### src/rtl/mem_port_arbiter.sv
// mem_port_arbiter: shares one memory port between fetch and data requesters (issue, wait, respond).
// Define ARB_ROUND_ROBIN_EN to replace fixed priority plus starvation guard with round-robin ties.
module mem_port_arbiter #(
    parameter int WIDTH        = 32,
    parameter int ADDR_WIDTH   = 32,
    parameter int MEM_LATENCY  = 2,
    parameter int STARVE_LIMIT = 4
) (
    input  logic                  clk_i,
    input  logic                  rst_i,
    input  logic                  if_req_i,
    input  logic [ADDR_WIDTH-1:0] if_addr_i,
    output logic                  if_gnt_o,
    output logic                  if_rvalid_o,
    output logic [WIDTH-1:0]      if_rdata_o,
    input  logic                  d_req_i,
    input  logic                  d_we_i,
    input  logic [ADDR_WIDTH-1:0] d_addr_i,
    input  logic [WIDTH-1:0]      d_wdata_i,
    output logic                  d_gnt_o,
    output logic                  d_rvalid_o,
    output logic [WIDTH-1:0]      d_rdata_o,
    output logic                  mem_en_o,
    output logic                  mem_we_o,
    output logic [ADDR_WIDTH-1:0] mem_addr_o,
    output logic [WIDTH-1:0]      mem_wdata_o,
    input  logic [WIDTH-1:0]      mem_rdata_i,
    output logic                  busy_o
);
    localparam logic [1:0] S_IDLE = 2'd0, S_ISSUE = 2'd1, S_WAIT = 2'd2, S_RESP = 2'd3;
    localparam int LW = (MEM_LATENCY > 1) ? $clog2(MEM_LATENCY) : 1;

    logic [1:0]            state_q, state_d;
    logic [LW-1:0]         lat_q, lat_d;
    logic                  own_d_q, own_d_d;
    logic                  mem_we_q, mem_we_d;
    logic [ADDR_WIDTH-1:0] mem_addr_q, mem_addr_d;
    logic [WIDTH-1:0]      mem_wdata_q, mem_wdata_d;
    logic                  pick_d;
    logic                  idle_req;

    assign idle_req = (state_q == S_IDLE) && (if_req_i || d_req_i);

`ifdef ARB_ROUND_ROBIN_EN
    logic last_d_q;
    // On a tie, whoever did not own the previous access wins.
    assign pick_d = d_req_i && (!if_req_i || !last_d_q);

    always_ff @(posedge clk_i) begin
        if (rst_i)
            last_d_q <= 1'b0;
        else if (idle_req)
            last_d_q <= pick_d;
    end
`else
    localparam int SW = $clog2(STARVE_LIMIT + 1);
    logic [SW-1:0] starve_q, starve_d;
    logic          starved;

    assign starved = if_req_i && (starve_q == SW'(STARVE_LIMIT));
    assign pick_d  = d_req_i && !starved;

    // Counts data wins over a waiting fetch; any fetch win or idle fetch line clears it.
    always_comb begin
        starve_d = starve_q;
        if (state_q == S_IDLE)
            starve_d = !(if_req_i && pick_d) ? '0 :
                       (starve_q == SW'(STARVE_LIMIT)) ? starve_q : starve_q + SW'(1);
    end

    always_ff @(posedge clk_i) begin
        if (rst_i)
            starve_q <= '0;
        else
            starve_q <= starve_d;
    end
`endif

    always_comb begin
        state_d     = state_q;
        lat_d       = lat_q;
        own_d_d     = own_d_q;
        mem_we_d    = mem_we_q;
        mem_addr_d  = mem_addr_q;
        mem_wdata_d = mem_wdata_q;
        case (state_q)
            S_IDLE: begin
                if (idle_req) begin
                    state_d     = S_ISSUE;
                    own_d_d     = pick_d;
                    mem_we_d    = pick_d && d_we_i;
                    mem_addr_d  = pick_d ? d_addr_i : if_addr_i;
                    mem_wdata_d = pick_d ? d_wdata_i : '0;
                end
            end
            S_ISSUE: begin
                lat_d   = LW'(MEM_LATENCY - 1);
                state_d = (MEM_LATENCY == 1) ? S_RESP : S_WAIT;
            end
            S_WAIT: begin
                lat_d   = lat_q - LW'(1);
                state_d = (lat_q == LW'(1)) ? S_RESP : S_WAIT;
            end
            S_RESP: state_d = S_IDLE;
        endcase
    end

    always_ff @(posedge clk_i) begin
        if (rst_i) begin
            state_q     <= S_IDLE;
            lat_q       <= '0;
            own_d_q     <= 1'b0;
            mem_we_q    <= 1'b0;
            mem_addr_q  <= '0;
            mem_wdata_q <= '0;
        end else begin
            state_q     <= state_d;
            lat_q       <= lat_d;
            own_d_q     <= own_d_d;
            mem_we_q    <= mem_we_d;
            mem_addr_q  <= mem_addr_d;
            mem_wdata_q <= mem_wdata_d;
        end
    end

    assign busy_o      = state_q != S_IDLE;
    assign mem_en_o    = state_q == S_ISSUE;
    assign mem_we_o    = mem_we_q;
    assign mem_addr_o  = mem_addr_q;
    assign mem_wdata_o = mem_wdata_q;
    assign if_gnt_o    = (state_q == S_ISSUE) && !own_d_q;
    assign d_gnt_o     = (state_q == S_ISSUE) && own_d_q;
    assign if_rvalid_o = (state_q == S_RESP) && !own_d_q;
    assign d_rvalid_o  = (state_q == S_RESP) && own_d_q;
    assign if_rdata_o  = if_rvalid_o ? mem_rdata_i : '0;
    assign d_rdata_o   = (d_rvalid_o && !mem_we_q) ? mem_rdata_i : '0;
endmodule

### config.mk
export PLATFORM = sky130hd
export DESIGN_NAME = mem_port_arbiter
export DESIGN_NICKNAME = d
export VERILOG_FILES = /design/src/rtl/mem_port_arbiter.sv
export SDC_FILE = /design/constraint.sdc
export NUM_CORES = 1
export LEC_CHECK = 0
export CORE_AREA = 2 2 104 106
export DETAILED_ROUTE_END_ITERATION = 10
export DIE_AREA = 0 0 106 108
export PLACE_DENSITY = 0.84
export SYNTH_ARGS = -nofsm -noshare
export SYNTH_HDL_FRONTEND = slang
export SYNTH_SLANG_ARGS = --single-unit
### constraint.sdc
create_clock -name clk_i -period 5.2 [get_ports clk_i]
set_clock_uncertainty 0.15 [all_clocks]
set_input_delay 1.04 -clock clk_i [delete_from_list [all_inputs] [get_ports clk_i]]
set_output_delay 1.04 -clock clk_i [all_outputs]
set_load 0.05 [all_outputs]
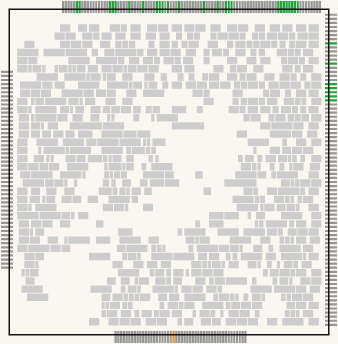
(images/pins.png)
(3 px per micron) Pins as bars across the die edge, other pins in gray.
orange -> if_req_i  # pins 1, direction input, edge south
green -> mem_rdata_i  # pins 32, direction input, edge 25 north, 7 east

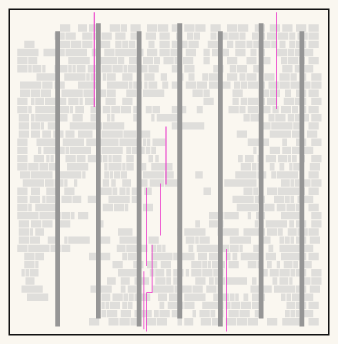
(images/met4.png)
(3 px per micron) Supply wires on this layer in gray.
wire length on this layer = 202 microns
main direction = vertical
longest straight run = 32.0 microns
nets with wire on the layer = 7
share of all routed wire = 1.5%

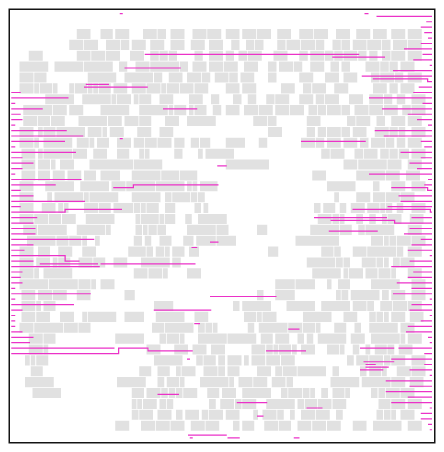
(images/met3.png)
(4 px per micron)
main direction = horizontal
share of all routed wire = 8.9%
longest straight run = 53.4 microns
wire length on this layer = 1200 microns

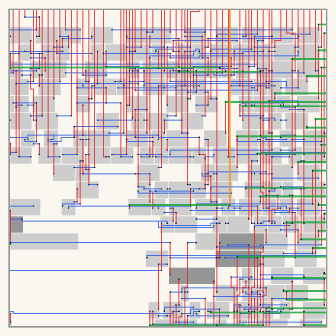
(images/zoom.png)
Window x 54 to 104, y 56 to 106 microns. Cells in gray, sequential cells in the stronger gray; small squares are vias.
red -> met2
blue -> met1
orange -> met4
green -> met3
sequential cells in the window = 3
cells with their middle in the window = 160
netlist names of flops here include = mem_addr_o (3)
most frequent = clkdlybuf4s50_1 (89), and2_1 (53)

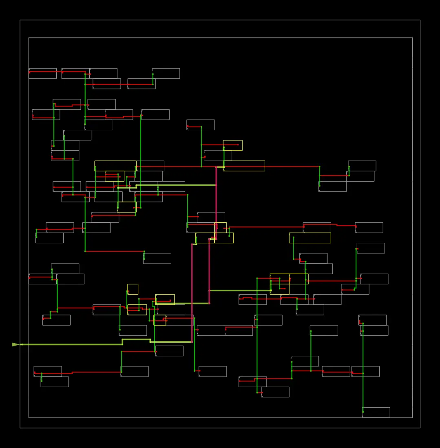
(images/final_clocks.png)
Inserted Clock Buffers: 9
P_clk: 0.557 mW

==> changes_impl.md <==
### Implementation results

- Status: complete, no violations
- Log Warnings: 30
- Xor/xnor share of the synthesized area: 0%
- Post-Synth Adder-Cell Area: 2.14%
- GRT Residual Overflow: 0
- Vias: 4069
- Aoi/oai-family share of the synthesized area: 22.9%
- Total power: 2.57 mW
- Post-route minimum period: 3.96 ns
- Largest net degree at the start of global routing: 73
- FF-to-FF path depth: 6
- Avg Inst Size Synth: 8.37 sq um
- VDD IR max: 0.256 mV
- Clock Sinks: 72
- Post-CTS Setup Bufs: 0
- ANT nets after route: 0
- Initial antenna violation count: 0
- Met1 GRT Util: 27.8%
- Register area share after synthesis: 41.0%
- Comb. pwr: 1.28 mW
- Avg WL per Cell: 16.9 microns
- Die ar.: 0.0114 sq mm
- Share of cells above drive strength 1: 3.93%
- PD cells: 402 mW/mm^2
- Clock transition at path regs: 0.08 ns
- Number of core rows: 37
- Grt peak-use layer: met2
- Worst EP arrival: 2.77 ns
- Final setup viols: 0
- First drt pass iteration count: 6
- Sw Ratio: 43.3%
- Syn Std Cell Area: 0.00351 sq mm
- Initial drt markers: 229
- CP Class: flop to primary output
- Top cell excl fill/tap: clkdlybuf4s50_1
- CTS Hold Buffers Added: 0
- Reg-to-Reg Start: starve_q[0]
- Fp util: 34.4%
- Chip height: 108 microns
- F_max: 0.253 GHz
- DRC violations left: 0
- WL final: 13500 microns
- Lkg Pwr: 2.34 nW
- Ant diodes: 0
- Slew @ Worst Pin: 1.30 ns
- Combinational power share: 49.7%
- Final hold vios: 0
- Buffers plus inverters on the worst setup path: 1
- Max-cap violations: 0
- Met3 GRT Util: 6.51%
- Worst Setup End Kind: primary output
- DR vias/cell: 5.10
- Slowest cell on crit path: clkdlybuf4s50_1
- Die X-Extent: 106 microns
- GRT Total Usage: 22.3%
- Routability cong.: 0.759
- CP startpoint kind: flop
- Pwr top: combinational logic
- Global-route wire length before repair: 20700 microns
- Synth cell types: 31
- Sw power: 1.11 mW
-- Yosys cell counts --
master	count	area share, %
a21oi_1	5	0.71
nand3_2	1	0.28
inv_2	1	0.11
and2b_1	1	0.21
nand4_1	2	0.36
ha_1	6	2.1
a32oi_1	33	8.2
dfxtp_1	72	41
or4_1	1	0.21
nand2_1	2	0.21
o31ai_1	1	0.21
and3_1	1	0.18
nor2b_1	3	0.53
a311oi_1	32	8.0
o21ai_0	32	4.6
nor4bb_1	1	0.28
a22oi_1	1	0.21
buf_4	4	0.85
o21a_1	1	0.21
nor3_1	1	0.14
nand3_1	33	4.7
nand4b_1	1	0.25
o21ai_2	1	0.25
nor2_1	67	7.2
and2_1	67	12
buf_6	4	1.3
o21ai_1	2	0.28
inv_1	5	0.53
a211oi_1	1	0.21
buf_2	20	2.8
clkbuf_1	18	1.9
-- sequential cells by signal, summed over array words and instances (netlist names) --
register     count
mem_addr_o      32
mem_wdata_o     32
starve_q         3
state_q          2
lat_q            1
mem_we_o         1
own_d_q          1
-- through the flow --
step | hold WS [ns] | utilization [%] | instances | cell area [sq um]
2_1_floorplan | 0.308 | - | 420 | 3510
3_3_place_gp | 0.314 | 60.1 | 782 | 6150
3_5_place_dp | 0.329 | 60.1 | 782 | 6150
4_1_cts | 0.348 | 62.6 | 798 | 6400
5_1_grt | 0.362 | 62.6 | 798 | 6400
6_report | 0.346 | 62.6 | 798 | 6400
-- per-layer routing --
metal	routed length, microns	share of wire (%)
met5	0	0
met2	6660	50
met4	201	1.5
met1	5390	40
met3	1200	8.9
-- cell type report --
cell class	instances	area, sq um	share of cell area, %
repair buffers	272	2710	42.3
inverters	6	22.5	0.352
clock inverters	6	115	1.80
clock buffers	10	138	2.15
multi-input cells	296	1810	28.3
flip-flops and latches	72	1440	22.5
well taps	136	170	2.66
Power figures rest on the tool's default switching activity, not on a simulated workload.
